Design mux_nby1_rr, sky130hd; sources not shown.
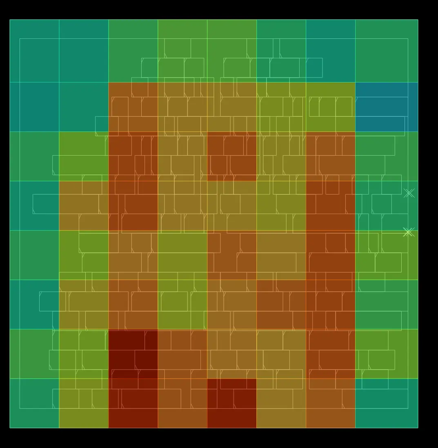
*Routing congestion*
met3 usage: 4.762%
final core utilization: 65.61%
Total GRT Usage: 25.81%
post-DR wirelength/cell: 18.49 µm

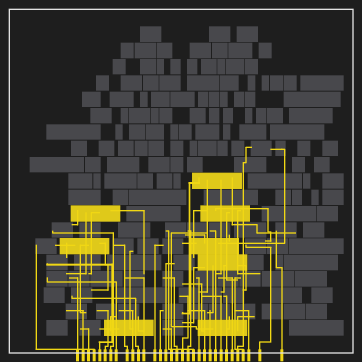
*Nets reached from selected ports*
Scale: 6 px per µm.
Yellow stands for `in_data`, bits 32, direction input, end cells 8, buffers 32, wire 870 µm.
input/output buffers: 53
Ports: 54

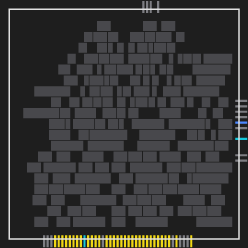
*Ports around the boundary*
Scale: 4 px per µm. Pins as bars across the die edge, other pins in gray.
Yellow stands for `in_data`, pins 32, direction input, edge south. Cyan stands for `out_sel`, pins 2, direction output, edge 1 east, 1 south. Blue stands for `out_ready`, pins 1, direction input, edge east.
All pins by edge: 41 south, 9 east, 4 north.
die width: 57.06 µm
Die Height: 57.06 µm

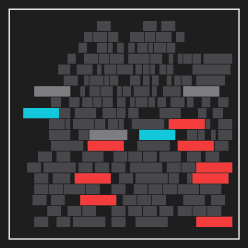
*Where the registers sit*
Scale: 4 px per µm. Other sequential cells in the stronger gray, the rest of the logic in the fainter gray.
Red stands for `out_data`, flops 8. Cyan stands for `out_sel`, flops 2.
Another 3 sequential cells are not colored.
Register Area: 326.6 µm²
Seq/total area: 17.74%
sequential power: 0.274 mW

==> results_slide.txt <==
Physical Implementation Snapshot

Run status
  • Failing checks: design-rule violations
  • Status: finished with violations

Drt
  • Top sig layer: met4
  • DRC: 5
  • Final wirelength: 3.697 mm

Power
  • Clk pwr share: 6.6%
  • Combinational power share: between 70% and 80%
  • VDD IR-drop max: slightly below 0.5 mV
  • Clk. pwr: 0.0898 mW

Floorplan
  • Row count: 19
  • Chip area: 3255 µm²

Finish
  • Fin cells: 200
  • # fillers: 231

Yosys
  • FF+latch count, synth: 13
  • AO/OA Area Share: 15.79%
  • Count of cell types in the netlist: 42

Setup path
  • Crit start category: register

Timing
  • Crit share post-route: 91.37%

Clocking
  • Clk slew on worst S/H paths: 0.09 ns
  • CTS root buf: clkbuf_4
Power figures rest on the tool's default switching activity, not on a simulated workload.
